**Cell placement**

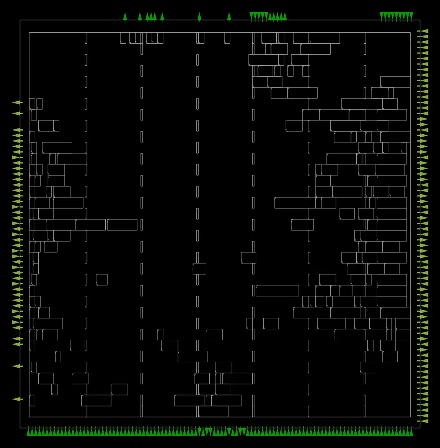
**Nets reached from selected ports**

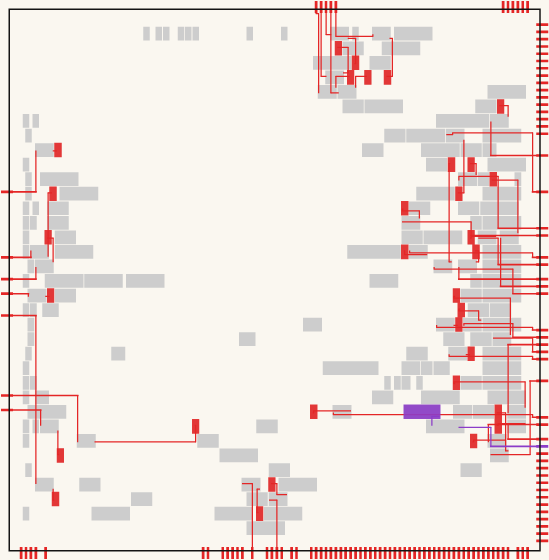
Design cpu_bus_decoder_flat, sky130hd; sources not shown.
==> out/metrics.csv <==
metric,value,unit
cp_max_fo,8,
end_kind,output pin,
comb_area,557,um^2
violations,negative setup slack,
grt_pass1_wl,3.82,mm
fmax,768,MHz
postLayoutSetupSlackWorst,-0.182,ns
synth_cell_types,10,
syn_inst,116,
hold_violations,0,
path_class,register to output pin,
grt_usage,4.75,%
layout_min_cycle_time,1.30,ns
ys_seq_elements,1,
ys_cells,116,
diodes,0,
syn2layout_area_growth,229,%
setup_violations,37,
reg2reg_depth,4,
fp_util,7.01,%
yosysWarnings,0,
status,finished with violations,
tool_warnings,166,
About 'cell placement':
tap cells: 111
non-filler instance count after layout: 304

About 'nets reached from selected ports':
- purple: `bus_mem_cmd_ready` (bits 1; direction output; end cells 1; buffers 1; wire 21.3 um)
- red: `bus_slv_rsp_rdata` (bits 128; direction input; end cells 32; buffers 32; wire 768 um)
I/O Buffers: 73
io pins: 246

[per-stage QoR]
| step | instance area (um^2) | hold slack (ns) |
|---|---|---|
| 2_1_floorplan | 1040 | -0.334 |
| 3_3_place_gp | 2010 | 0.140 |
| 3_5_place_dp | 2010 | 0.150 |
| 4_1_cts | 2070 | 0.481 |
| 5_1_grt | 2070 | 0.517 |
| 6_report | 2070 | 0.481 |
[cell usage after synthesis, drive strengths merged]
cell type	number	area, um^2
dfrtp	1	25.0
nand2	4	17.5
nor2	33	124
buf	41	319
inv	34	128
nor3b	1	7.51
nand3	1	5.00
conb	1	3.75
[area by class of cell]
cell class	instances	share of cell area [%]
timing repair buffer	81	58.6
multi-input combinational	77	26.9
tap	111	6.71
inverter	34	6.35
sequential	1	1.39
[critical path, cell delays in order, from the launching register on]
cell        delay (ns)
dfrtp_4           0.50
nand2_8           0.13
buf_16            0.16
clkinvlp_4        0.10
buf_12            0.15
[power by group through the flow]
stage | combinational [mW] | sequential (mW) | clock [mW]
floorplan | 1.57 | 0.190 | 0
global placement | 2.73 | 0.119 | 0
detailed placement | 2.75 | 0.120 | 0
CTS | 2.90 | 0.119 | 0
global route | 2.97 | 0.121 | 0
finish | 2.86 | 0.112 | 0
[routing by layer]
metal	GRT usage (%)	wire (um)	vias up	part of all wire, %
met5	0	29	-	1.1
met4	0	1	4	0.038
met3	1.66	442	4	17
met2	8.42	1140	86	44
met1	5.92	1000	337	38
li1	-	-	390	-
[cells by family after synthesis]
logic type / synth area share, %
other cells: 0.596
flops: 3.98
buf+inv: 71.0
simple gates: 24.5
[repair_timing]
action	4_1_cts	5_1_grt
buffers inserted	1	0
hold buffers	1	0
setup endpoints to repair	36	37
endpoints found under the hold margin	1	0
pin swaps	4	0
gates resized	9	0
gates cloned	1	0
